==> run_1/port_trees.png <==
Scale bar: 20 µm.
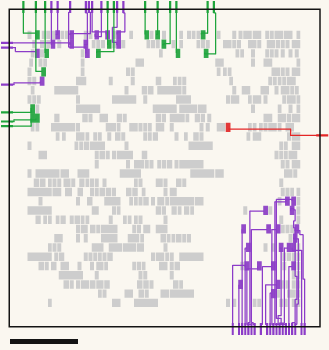
==> run_1/util_map.png <==
Scale bar: 20 µm. The die is cut into 9 by 9 equal tiles; white is low, dark blue is high, 0 to 100% covered.
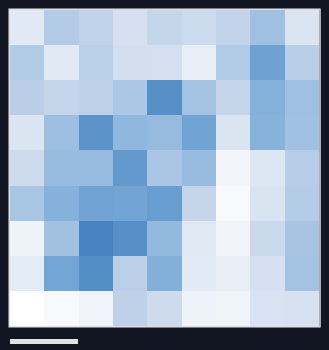
==> run_1/ff_map.png <==
Scale bar: 20 µm.
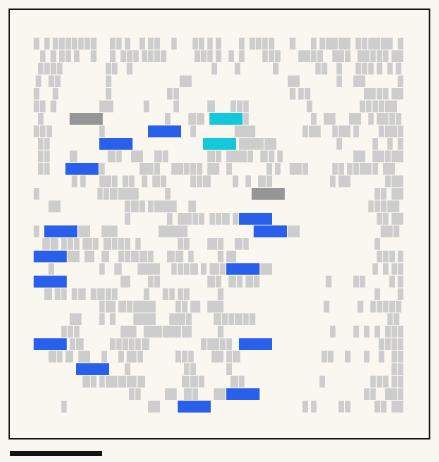
==> run_1/floorplan.png <==
Scale bar: 20 µm. Pins as bars on the die edge. Tap cells in grey.
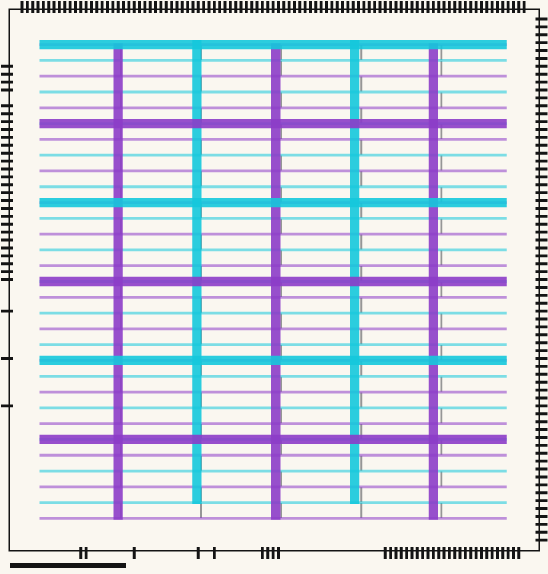
File: src/rtl/imem_load_ctrl_pkg.sv
// ============================================================================
// imem_load_ctrl_pkg : shared constants for the instruction-memory loader
// Revision: 1.0
// ============================================================================
`default_nettype none

package imem_load_ctrl_pkg;

   localparam int c_rom_aw = 14;

   localparam logic [1:0] c_st_run   = 2'd0;
   localparam logic [1:0] c_st_arm   = 2'd1;
   localparam logic [1:0] c_st_load  = 2'd2;
   localparam logic [1:0] c_st_flush = 2'd3;

   localparam int                c_flush_len  = 2;
   localparam int                c_flush_cw   = 1;
   localparam logic [c_flush_cw-1:0] c_flush_last = c_flush_cw'(c_flush_len - 1);

   localparam logic [c_rom_aw-1:0] c_word_count_max = {c_rom_aw{1'b1}};

endpackage

`default_nettype wire

File: src/rtl/imem_load_ctrl.sv
// ============================================================================
// imem_load_ctrl : arbitrates the program ROM port between CPU fetch and the
//                  UART programmer. Optional macro: IMEM_LOAD_CHECKSUM_EN.
// Revision: 1.0
// ============================================================================
`default_nettype none

module imem_load_ctrl
   import imem_load_ctrl_pkg::*;
(
   input  logic                clock,
   input  logic                reset,
   input  logic                load_req,
   input  logic                upg_wen_i,
   input  logic [14:0]         upg_adr_i,
   input  logic [31:0]         upg_dat_i,
   input  logic                upg_done_i,
   input  logic [c_rom_aw-1:0] fetch_addr,
   output logic [31:0]         fetch_dout,
   output logic                rom_wea,
   output logic [c_rom_aw-1:0] rom_addra,
   output logic [31:0]         rom_dina,
   input  logic [31:0]         rom_douta,
   output logic                cpu_stall,
   output logic                cpu_rst_o,
   output logic                upg_rst_o,
   output logic [c_rom_aw-1:0] word_count,
   output logic                load_err,
   output logic [31:0]         checksum
);

   logic [1:0]            state_q, state_d;
   logic [c_rom_aw-1:0]   word_count_q, word_count_d;
   logic                  load_err_q, load_err_d;
   logic [c_flush_cw-1:0] flush_cnt_q, flush_cnt_d;
   logic                  wr_accept;

   always_comb begin
      state_d      = state_q;
      word_count_d = word_count_q;
      load_err_d   = load_err_q;
      flush_cnt_d  = flush_cnt_q;
      wr_accept    = 1'b0;
      rom_addra    = fetch_addr;
      rom_dina     = '0;
      rom_wea      = 1'b0;
      fetch_dout   = rom_douta;
      cpu_stall    = 1'b1;
      cpu_rst_o    = 1'b0;
      upg_rst_o    = 1'b1;
      case (state_q)
         c_st_run: begin
            cpu_stall = 1'b0;
            if (load_req) begin
               state_d      = c_st_arm;
               word_count_d = '0;
               load_err_d   = 1'b0;
            end
         end
         // ARM keeps the fetch path live so the in-flight read completes.
         c_st_arm: begin
            upg_rst_o = 1'b0;
            state_d   = c_st_load;
         end
         c_st_load: begin
            upg_rst_o  = 1'b0;
            fetch_dout = '0;
            rom_addra  = upg_adr_i[c_rom_aw-1:0];
            rom_dina   = upg_dat_i;
            wr_accept  = upg_wen_i & ~upg_adr_i[14];
            rom_wea    = wr_accept;
            if (wr_accept && (word_count_q != c_word_count_max)) begin
               word_count_d = word_count_q + c_rom_aw'(1);
            end
            if (upg_done_i) begin
               state_d     = c_st_flush;
               flush_cnt_d = '0;
               if (word_count_d == '0) begin
                  load_err_d = 1'b1;
               end
            end
         end
         c_st_flush: begin
            fetch_dout = '0;
            cpu_rst_o  = (flush_cnt_q == c_flush_last);
            if (flush_cnt_q == c_flush_last) begin
               state_d     = c_st_run;
               flush_cnt_d = '0;
            end else begin
               flush_cnt_d = flush_cnt_q + c_flush_cw'(1);
            end
         end
         default: state_d = c_st_run;
      endcase
   end

   always_ff @(posedge clock) begin
      if (reset) begin
         state_q      <= c_st_run;
         word_count_q <= '0;
         load_err_q   <= 1'b0;
         flush_cnt_q  <= '0;
      end else begin
         state_q      <= state_d;
         word_count_q <= word_count_d;
         load_err_q   <= load_err_d;
         flush_cnt_q  <= flush_cnt_d;
      end
   end

   assign word_count = word_count_q;
   assign load_err   = load_err_q;

`ifdef IMEM_LOAD_CHECKSUM_EN
   logic [31:0] checksum_q, checksum_d;

   always_comb begin
      checksum_d = checksum_q;
      if ((state_q == c_st_run) && load_req) begin
         checksum_d = '0;
      end else if (wr_accept) begin
         checksum_d = checksum_q ^ upg_dat_i;
      end
   end

   always_ff @(posedge clock) begin
      if (reset) begin
         checksum_q <= '0;
      end else begin
         checksum_q <= checksum_d;
      end
   end

   assign checksum = checksum_q;
`else
   assign checksum = '0;
`endif

endmodule

`default_nettype wire

File: config.mk
export PLATFORM = sky130hd
export DESIGN_NAME = imem_load_ctrl
export DESIGN_NICKNAME = d
export VERILOG_FILES = /design/src/rtl/imem_load_ctrl_pkg.sv /design/src/rtl/imem_load_ctrl.sv
export SDC_FILE = /design/constraint.sdc
export NUM_CORES = 1
export LEC_CHECK = 0
export ABC_AREA = 1
export CORE_AREA = 5 5 86 88
export DETAILED_ROUTE_END_ITERATION = 16
export DIE_AREA = 0 0 91 93
export DONT_BUFFER_PORTS = 1
export HOLD_SLACK_MARGIN = 0.05
export PLACE_DENSITY_LB_ADDON = 0.05
export SLEW_MARGIN = 20
export SYNTH_ARGS = -nofsm -noshare
export SYNTH_HDL_FRONTEND = slang
export SYNTH_SLANG_ARGS = --single-unit
export TNS_END_PERCENT = 10
File: constraint.sdc
create_clock -name clock -period 2.85 [get_ports clock]
set_clock_uncertainty 0.1 [all_clocks]
set_input_delay 0.57 -clock clock [delete_from_list [all_inputs] [get_ports clock]]
set_output_delay 0.57 -clock clock [all_outputs]
set_load 0.05 [all_outputs]
==> Changelog: implementation, run 1 <==
### Implementation results

- Crit Reg-Reg Startpoint: state_q[0]$_SDFFE_PP0P_
- Sequential cells: 18
- MUX share of area: 0
- Post-synthesis compound-gate area fraction: 0.0474
- H-tree depth: 1
- Simple-gate share of the synthesized area: 0.470
- Largest net degree at the start of global routing: 33
- Init Core Util: 0.350
- Setup Total Neg Slack: 0 ns
- RSZ-0062 raised after global routing: no
- Fill count: 733
- Pint: 0.000759 W
- Number of DRC markers in iteration 0: 93
- # Cells Yosys: 446
- Crit-path max FO: 32
- Outcome: completed
- Die width: 91 µm
- Worst-Margin Slew: 0.874 ns
- Critical Path AT: 1.88 ns
- Synth Flop Type: dfxtp_1
- Distinct lib cells: 29
Back to the opening pictures, port_trees.png:
legend:
  red:
    port: cpu_rst_o
    direction: output
    edge: right
    end_cells: 1
    buffers: 0
    wire: 28.1 µm
  green:
    port: fetch_addr
    direction: input
    edge: 11 top, 3 left
    end_cells: 14
    buffers: 0
    wire: 158 µm
  purple:
    port: upg_dat_i
    direction: input
    edge: 20 bottom, 9 top, 3 left
    end_cells: 32
    buffers: 0
    wire: 670 µm

Back to the opening pictures, util_map.png:
fullest tile: 66%
nearly empty tiles: 1.2%
densest ninth of the die: middle
mean over tiles: 30%
emptiest ninth of the die: bottom right

Back to the opening pictures, ff_map.png:
legend:
  cyan:
    netlist_name: state_q
    placed_flops: 2
  blue:
    netlist_name: word_count
    placed_flops: 14
not coloured: 2

Back to the opening pictures, floorplan.png:
legend:
  purple:
    net: VSS
  cyan:
    net: VDD
met4 straps: 5
tap cells: 80
met5 straps: 6
signal pins: 227

==> run_1/placed.png <==
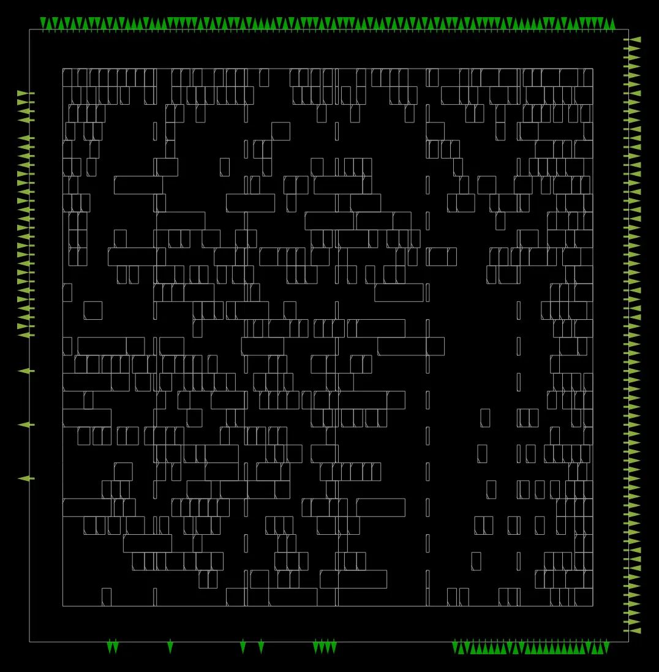

==> run 2: changes to the inputs <==
ABC_CLOCK_PERIOD_IN_PS = 2850   (was unset)
SETUP_SLACK_MARGIN = 0.3   (was unset)
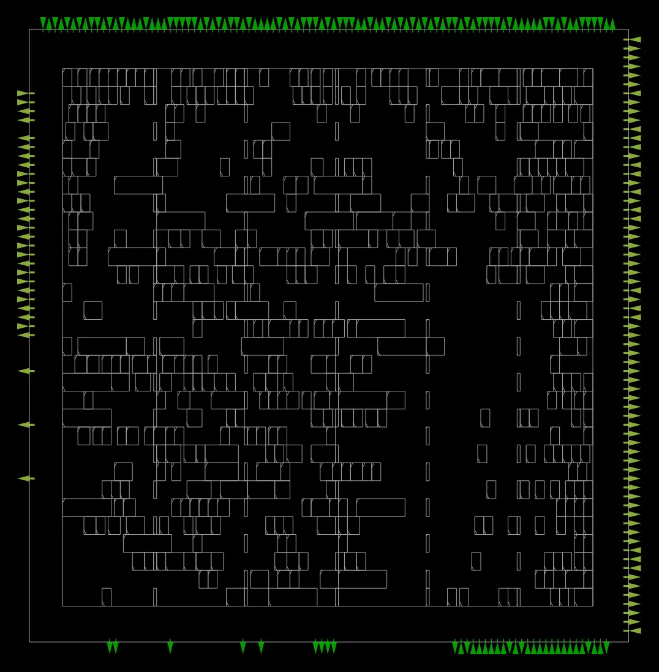
(run_2/placed.png)
row count: 30
Seq area share: 0.134
fill count: 729
number of well taps: 80

==> run 2 against run 1 <==
Against the previous run:
- critical path type unchanged
- sequential share of layout area shrank 0.24 points
- critical path depth stayed put
- non-clock buffer count rose by 3
- largest cell class unchanged
- total power is 2.5% higher
- maximum frequency rose by 1.9%
- core utilization rose by 0.70 points
- first-iteration DRC count down 7.5%
- final cell count rose by 0.71%
- synthesized area unchanged
- flip-flop count did not move
- clock-buffer cell count did not move
- critical endpoint is now rom_addra[12]
==> Changelog: implementation, run 2 <==
### Implementation results

- Place WS: 0.582 ns
- Bufs w/o clock: 53
- Distinct lib cells: 29 (unchanged)
- DR top layer: met4
- Setup Total Neg Slack: 0 ns (unchanged)
- Fmax: 0.400 GHz
- Area Growth Syn to Fin: 16.9%
- Die width: 91 µm (unchanged)
- Pint: 0.000798 W (+5.1%)
- CP endpoint kind: primary output
- H-tree depth: 1 (unchanged)
- Sequential cells: 18 (unchanged)
- Final net count: 591
- Outcome: completed
- Final setup viols: 0
- Post-synth EDFFs: 0
- Number of DRC markers in iteration 0: 86 (-7.5%)
- Top cells, area: nand2_1 26%, dfxtp_1 16%, inv_1 15%
- Syn_area_per_cell: 5.15 µm²
- GRT Max-Usage Layer: met2
- Clock transition at the registers of the reported paths: 0.08 ns
- Antenna violations before repair: 0
- Crit-path max FO: 28 (-13%)
- Wirelength per Cell: 14.7 µm
- # Cells Yosys: 446 (unchanged)
- End of the worst hold path: word_count[7]$_SDFFE_PP0P_
- Worst-Margin Slew: 0.529 ns (-0.346 ns)
- Combinational power share: 0.816
- Final Util: 0.409
- Critical Path AT: 1.83 ns (-0.05 ns)
- Met3 GRT Util: 0.0563
- Largest net degree at the start of global routing: 29 (-12%)
- Init Core Util: 0.350 (unchanged)
- Antenna Nets Post-Route: 0
- Crit Reg-Reg Startpoint: state_q[0]$_SDFFE_PP0P_
- Post-synthesis compound-gate area fraction: 0.0474 (unchanged)
- Critical path endpoint: rom_addra[12]
- MUX share of area: 0 (unchanged)
- CORE AREA: 6570 µm²
- RSZ-0062 raised after global routing: yes
- Simple-gate share of the synthesized area: 0.470 (unchanged)
- Synth Flop Type: dfxtp_1
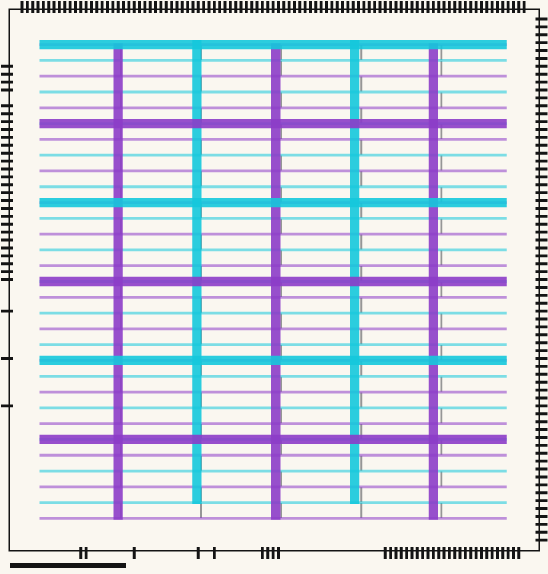
(run_2/floorplan.png)
Scale bar: 20 µm. Pins as bars on the die edge. Tap cells in grey.
legend:
  cyan:
    net: VDD
  purple:
    net: VSS
met5 straps: 6
tap cells: 80
rows: 30
met4 straps: 5

Power is estimated from default activity; no workload was simulated.
